## src/rtl/pushbutton_scanner.sv

```systemverilog
// Multi-key pushbutton scanner: per-key two-flop synchroniser and debouncer,
// single-key acceptance FSM with a press strobe and optional auto-repeat.
module pushbutton_scanner #(
  parameter int NUM_KEYS        = 4,
  parameter int CODE_W          = 2,
  parameter int DEBOUNCE_CYCLES = 16,
  parameter int REPEAT_DELAY    = 0,
  parameter int REPEAT_PERIOD   = 4
) (
  input  logic                clock,
  input  logic                resetn,
  input  logic [NUM_KEYS-1:0] key,
  output logic [CODE_W-1:0]   pushbuttons,
  output logic                pushButtonPressed,
  output logic                key_strobe,
  output logic                multi_key
);

  localparam int DB_W    = (DEBOUNCE_CYCLES > 1) ? $clog2(DEBOUNCE_CYCLES) : 1;
  localparam int PC_W    = $clog2(NUM_KEYS + 1);
  localparam int REP_MAX = (REPEAT_DELAY > REPEAT_PERIOD) ? REPEAT_DELAY : REPEAT_PERIOD;
  localparam int REP_W   = $clog2(REP_MAX + 1);

  typedef enum logic [1:0] {
    IDLE,
    HELD,
    LOCKOUT
  } state_t;

  logic [NUM_KEYS-1:0] db_w;

  genvar gi;
  generate
    for (gi = 0; gi < NUM_KEYS; gi++) begin : g_key
      logic            s1_q;
      logic            s2_q;
      logic            db_bit_q;
      logic [DB_W-1:0] cnt_q;

      always_ff @(posedge clock) begin
        if (!resetn) begin
          s1_q     <= 1'b1;
          s2_q     <= 1'b1;
          db_bit_q <= 1'b1;
          cnt_q    <= '0;
        end else begin
          s1_q <= key[gi];
          s2_q <= s1_q;
          // Any sample agreeing with the debounced level restarts the count.
          if (s2_q == db_bit_q) begin
            cnt_q <= '0;
          end else if (cnt_q == DB_W'(DEBOUNCE_CYCLES - 1)) begin
            db_bit_q <= s2_q;
            cnt_q    <= '0;
          end else begin
            cnt_q <= cnt_q + 1'b1;
          end
        end
      end

      assign db_w[gi] = db_bit_q;
    end
  endgenerate

  logic [PC_W-1:0]   pcount_c;
  logic [CODE_W-1:0] idx_c;

  always_comb begin
    pcount_c = '0;
    idx_c    = '0;
    // Descending scan so the lowest pressed index ends up in idx_c.
    for (int i = NUM_KEYS - 1; i >= 0; i--) begin
      if (!db_w[i]) begin
        pcount_c = pcount_c + PC_W'(1);
        idx_c    = CODE_W'(i);
      end
    end
  end

  logic [PC_W-1:0]   pcount_q;
  logic [CODE_W-1:0] idx_q;
  logic              multi_q;

  always_ff @(posedge clock) begin
    if (!resetn) begin
      pcount_q <= '0;
      idx_q    <= '0;
      multi_q  <= 1'b0;
    end else begin
      pcount_q <= pcount_c;
      idx_q    <= idx_c;
      multi_q  <= (pcount_c > PC_W'(1));
    end
  end

  state_t            state_q, state_d;
  logic [CODE_W-1:0] code_q, code_d;
  logic              pressed_q, pressed_d;
  logic              strobe_q, strobe_d;
  logic [REP_W-1:0]  rep_q, rep_d;

  always_ff @(posedge clock) begin
    if (!resetn) begin
      state_q   <= IDLE;
      code_q    <= '0;
      pressed_q <= 1'b0;
      strobe_q  <= 1'b0;
      rep_q     <= '0;
    end else begin
      state_q   <= state_d;
      code_q    <= code_d;
      pressed_q <= pressed_d;
      strobe_q  <= strobe_d;
      rep_q     <= rep_d;
    end
  end

  always_comb begin
    state_d   = state_q;
    code_d    = code_q;
    pressed_d = pressed_q;
    strobe_d  = 1'b0;
    rep_d     = rep_q;
    case (state_q)
      IDLE: begin
        pressed_d = 1'b0;
        if (pcount_q == PC_W'(1)) begin
          state_d   = HELD;
          code_d    = idx_q;
          pressed_d = 1'b1;
          strobe_d  = 1'b1;
          rep_d     = REP_W'(REPEAT_DELAY);
        end else if (pcount_q > PC_W'(1)) begin
          state_d = LOCKOUT;
        end
      end
      HELD: begin
        if (pcount_q == '0) begin
          state_d   = IDLE;
          pressed_d = 1'b0;
        end else if ((pcount_q > PC_W'(1)) || (idx_q != code_q)) begin
          state_d   = LOCKOUT;
          pressed_d = 1'b0;
        end else if (REPEAT_DELAY != 0) begin
          // Reaching zero this cycle fires the repeat and reloads the period.
          if (rep_q <= REP_W'(1)) begin
            strobe_d = 1'b1;
            rep_d    = REP_W'(REPEAT_PERIOD);
          end else begin
            rep_d = rep_q - REP_W'(1);
          end
        end
      end
      LOCKOUT: begin
        pressed_d = 1'b0;
        if (pcount_q == '0) begin
          state_d = IDLE;
        end
      end
      default: begin
        state_d   = IDLE;
        pressed_d = 1'b0;
      end
    endcase
  end

  assign pushbuttons       = code_q;
  assign pushButtonPressed = pressed_q;
  assign key_strobe        = strobe_q;
  assign multi_key         = multi_q;

endmodule

```

## config.mk

```make
export PLATFORM = sky130hd
export DESIGN_NAME = pushbutton_scanner
export DESIGN_NICKNAME = d
export VERILOG_FILES = /design/src/rtl/pushbutton_scanner.sv
export SDC_FILE = /design/constraint.sdc
export NUM_CORES = 1
export LEC_CHECK = 0
export CAP_MARGIN = 0
export CORE_MARGIN = 2
export CORE_UTILIZATION = 38
export CTS_BUF_LIST = sky130_fd_sc_hd__clkbuf_8
export DETAILED_ROUTE_END_ITERATION = 8
export REMOVE_ABC_BUFFERS = 1
export SLEW_MARGIN = 20
export SYNTH_ARGS = -nofsm -noshare
export SYNTH_HDL_FRONTEND = slang
export SYNTH_SLANG_ARGS = --single-unit
```

## constraint.sdc

```tcl
create_clock -name clock -period 2.88 [get_ports clock]
set_clock_uncertainty 0.05 [all_clocks]
set_input_delay 0.288 -clock clock [delete_from_list [all_inputs] [get_ports clock]]
set_output_delay 0.288 -clock clock [all_outputs]
set_load 0.05 [all_outputs]
```

==> run_1/met1.png <==
Scale bar: 20 µm. Cells faint in the background.
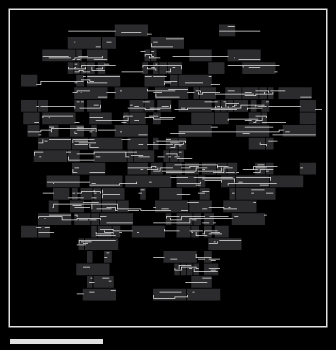
The longest straight run is 21.6 µm. 163 nets have wire on it. The wires run mostly horizontal.
WL final: 2053 µm
met1 Use GR: 0.1180

==> run_1/met2.png <==
Cells faint in the background.
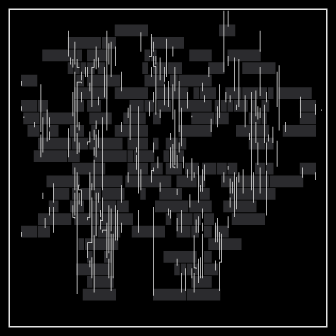
The longest straight run is 26.2 µm. The layer holds 47% of the routed length. The layer carries 967 µm of wire. The wires run mostly vertical.

==> run_1/met3.png <==
Scale bar: 20 µm. Cells faint in the background.
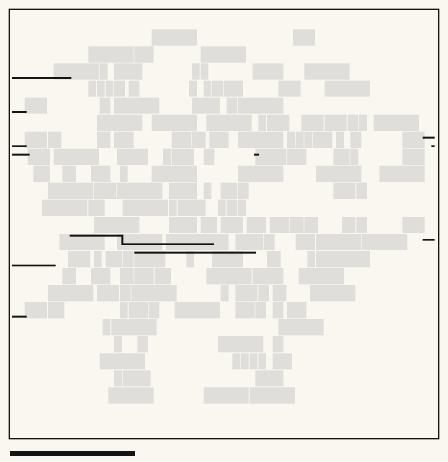
The layer holds 3.5% of the routed length. The wires run mostly horizontal. 10 nets have wire on it.
total number of vias: 990
M3 GR Usage: 0.03618

==> impl_metrics.tcl, run 1 <==
# implementation run metrics
set metrics [dict create \
    ys_chip_area_um2 1572 \
    grt_busiest_layer "met2" \
    num-multi-input-gates 100 \
    critPathMaxStageDelay_ps 820 \
    period_needed_ps 1814 \
    yosys.area_share.simple 0.2054 \
    top_area_frac 0.5096 \
    reg2reg_depth 6 \
    rows 23 \
    synthFlopType "dfxtp_1" \
    critPathArrivalTime_ps 1480 \
    combPwrFrac 0.023 \
    place.gp.congestion 0.6912 \
    wl_met3_um 71 \
    synth-async-reset-ratio 0 \
    worstHoldStart "g_key[2].s1_q" \
    synthTopLogicFamily "simple AND/OR/NAND/NOR gates" \
    die-area_um2 4666 \
    p_leak_uw 0.0007809 \
    status "completed" \
    synth_area_leader_cell "dfxtp_1" \
    seq_power_uw 563 \
    worst_slew_pin_slew_ps 906.4 \
    drt_iter0_markers 41 \
    p_comb_uw 22.3 \
    drc_errors 0 \
    vdd_drop_max_v 0.0003350 \
    hold_depth 1 \
    top_cell "dfxtp_1" \
    hold_slack_ps 362.6 \
    num_tap_cells 50 \
    pre_cts_slack_ps 891.3 \
    diodes 0 \
    cp.required_ps 2540 \
    synth.top_cells.by_count "40 x dfxtp_1, 15 x nor2_1, 13 x nand3_1, 12 x xor2_1, 11 x nand2_1" \
    post-dp-hpwl_um 1535 \
    synthCells 152 \
    ios 11 \
    htreeDepth 2 \
    ys.flops 40 \
    die_x_um 68.31 \
    relSlewSlack 0.3938 \
]
## run 1: kinds of logic after synthesis
logic type,count (synthesis)
AND/OR/NAND/NOR,60
flip-flops,40
XOR/XNOR,17
buffers and inverters,12
AND-OR/OR-AND,9
adder cells (fa/ha/maj),8
multiplexers,6
## run 1: sequential cells by signal, summed over array words and instances, names as in the netlist
signal / cells
idx_q: 2
pushButtonPressed: 1
key_strobe: 1
multi_key: 1
g_key.s1_q: 4
g_key.db_bit_q: 4
state_q: 2
pcount_q: 3
g_key.cnt_q: 16
g_key.s2_q: 4
pushbuttons: 2
## run 1: final timing paths
path / endpoint / slack, ps
worst max-delay path: pushbuttons[0] / 1070
worst min-delay path: g_key[2].s2_q / 360
worst max register to register: multi_key / 1090
worst min register to register: g_key[2].s2_q / 360
## Run 2: what changed since run 1
==> constraint.sdc (replaced) <==
create_clock -name clock -period 1.7 [get_ports clock]
set_clock_uncertainty 0.05 [all_clocks]
set_input_delay 0.17 -clock clock [delete_from_list [all_inputs] [get_ports clock]]
set_output_delay 0.17 -clock clock [all_outputs]
set_load 0.05 [all_outputs]
==> impl_metrics.tcl, run 2 <==
# implementation run metrics
set metrics [dict create \
    top_area_frac 0.5096 \
    rows 23 \
    relSlewSlack 0.6683 \
    ys_chip_area_um2 1572 \
    p_leak_uw 0.0008171 \
    die_x_um 68.31 \
    hold_slack_ps 362.8 \
    critPathMaxStageDelay_ps 790 \
    largest_register "g_key.cnt_q" \
    flop-count 40 \
    largest_reg_flops 16 \
    status "completed" \
    critPathArrivalTime_ps 1380 \
    wl_met3_um 81 \
    rrSetupSlack_ps 140 \
    combPwrFrac 0.027 \
    diodes 0 \
    crit_end "key_strobe" \
    grt_busiest_layer "met2" \
    synthFlopType "dfxtp_1" \
    place.gp.congestion 0.6851 \
    vdd_drop_max_v 0.0005399 \
    synthTopLogicFamily "simple AND/OR/NAND/NOR gates" \
    cp.required_ps 1480 \
    synth.top_cells.by_count "40 x dfxtp_1, 15 x nor2_1, 13 x nand3_1, 12 x xor2_1, 11 x nand2_1" \
    htreeDepth 2 \
    drt_iter0_markers 41 \
    top_cell "dfxtp_1" \
    num_tap_cells 50 \
    hold_depth 1 \
    synth-async-reset-ratio 0 \
    worstHoldStart "g_key[2].s1_q" \
    pre_cts_slack_ps 33.29 \
    n_all_inverters 7 \
    num-multi-input-gates 100 \
    worst_slew_pin_slew_ps 496.8 \
    post-dp-hpwl_um 1753 \
    period_needed_ps 1595 \
    reg2reg_depth 7 \
    met3_usage 0.03947 \
    yosys.area_share.simple 0.2054 \
]
==> run 2: cell count changes in the layout (fill, tap and decap cells not counted), sizes merged <==
| cell | change |
|---|---|
| buf | +7 |
| clkbuf | -1 |
| clkdlybuf4s50 | -3 |
| clkinv | -1 |
| dlymetal6s2s | +1 |
| inv | +1 |
==> run 2: power by group through the flow <==
stage | sequential (µW) | combinational [µW] | clock (µW)
2_1_floorplan | 974 | 15.9 | 0
3_3_place_gp | 975 | 40.8 | 0
3_5_place_dp | 975 | 43.0 | 0
4_1_cts | 954 | 43.1 | 587
5_1_grt | 955 | 47.7 | 625
6_report | 954 | 42.4 | 561
==> run_2/met3.png <==
Scale bar: 20 µm. Cells faint in the background.
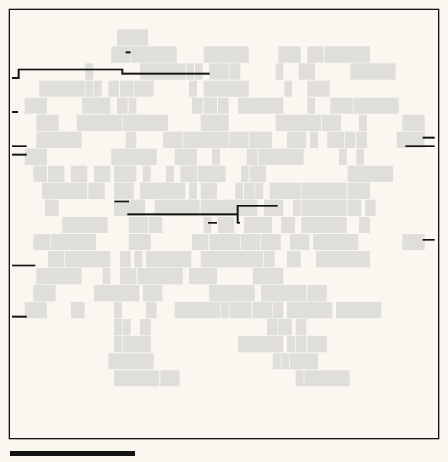
The longest straight run is 17.5 µm. The layer holds 3.5% of the routed length. 10 nets have wire on it. The layer carries 81.3 µm of wire.
total number of vias: 1,028
WL final: 2320 µm

==> run_2/met1.png <==
Scale bar: 20 µm. Cells faint in the background.
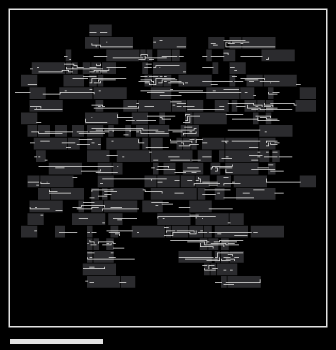
171 nets have wire on it. The layer carries 954 µm of wire. The wires run mostly horizontal.
met1 Use GR: 0.1108

==> run_2/registers.png <==
Other sequential cells in the stronger grey, the rest of the logic in the fainter grey.
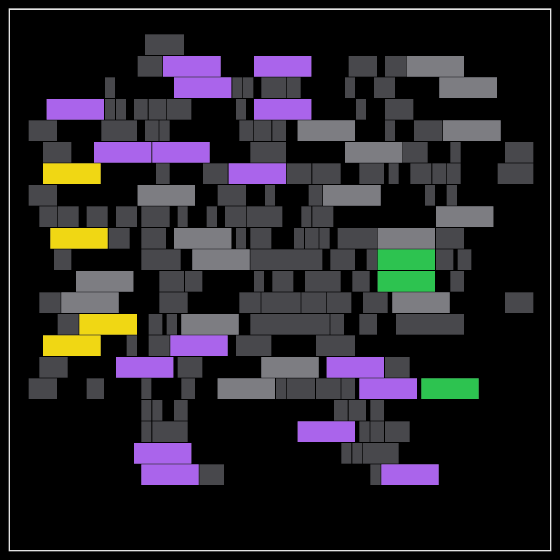
`pcount_q`: in green, flops 3. `g_key.s1_q`: in yellow, flops 4, where west. `g_key.cnt_q`: in purple, flops 16.
Another 17 sequential cells are not coloured.
P_seq: 954 µW
final core occ: 0.4573
Seq area share: 0.4378
FF+latch area: 800.8 µm²

Power and IR drop assume default switching activity.
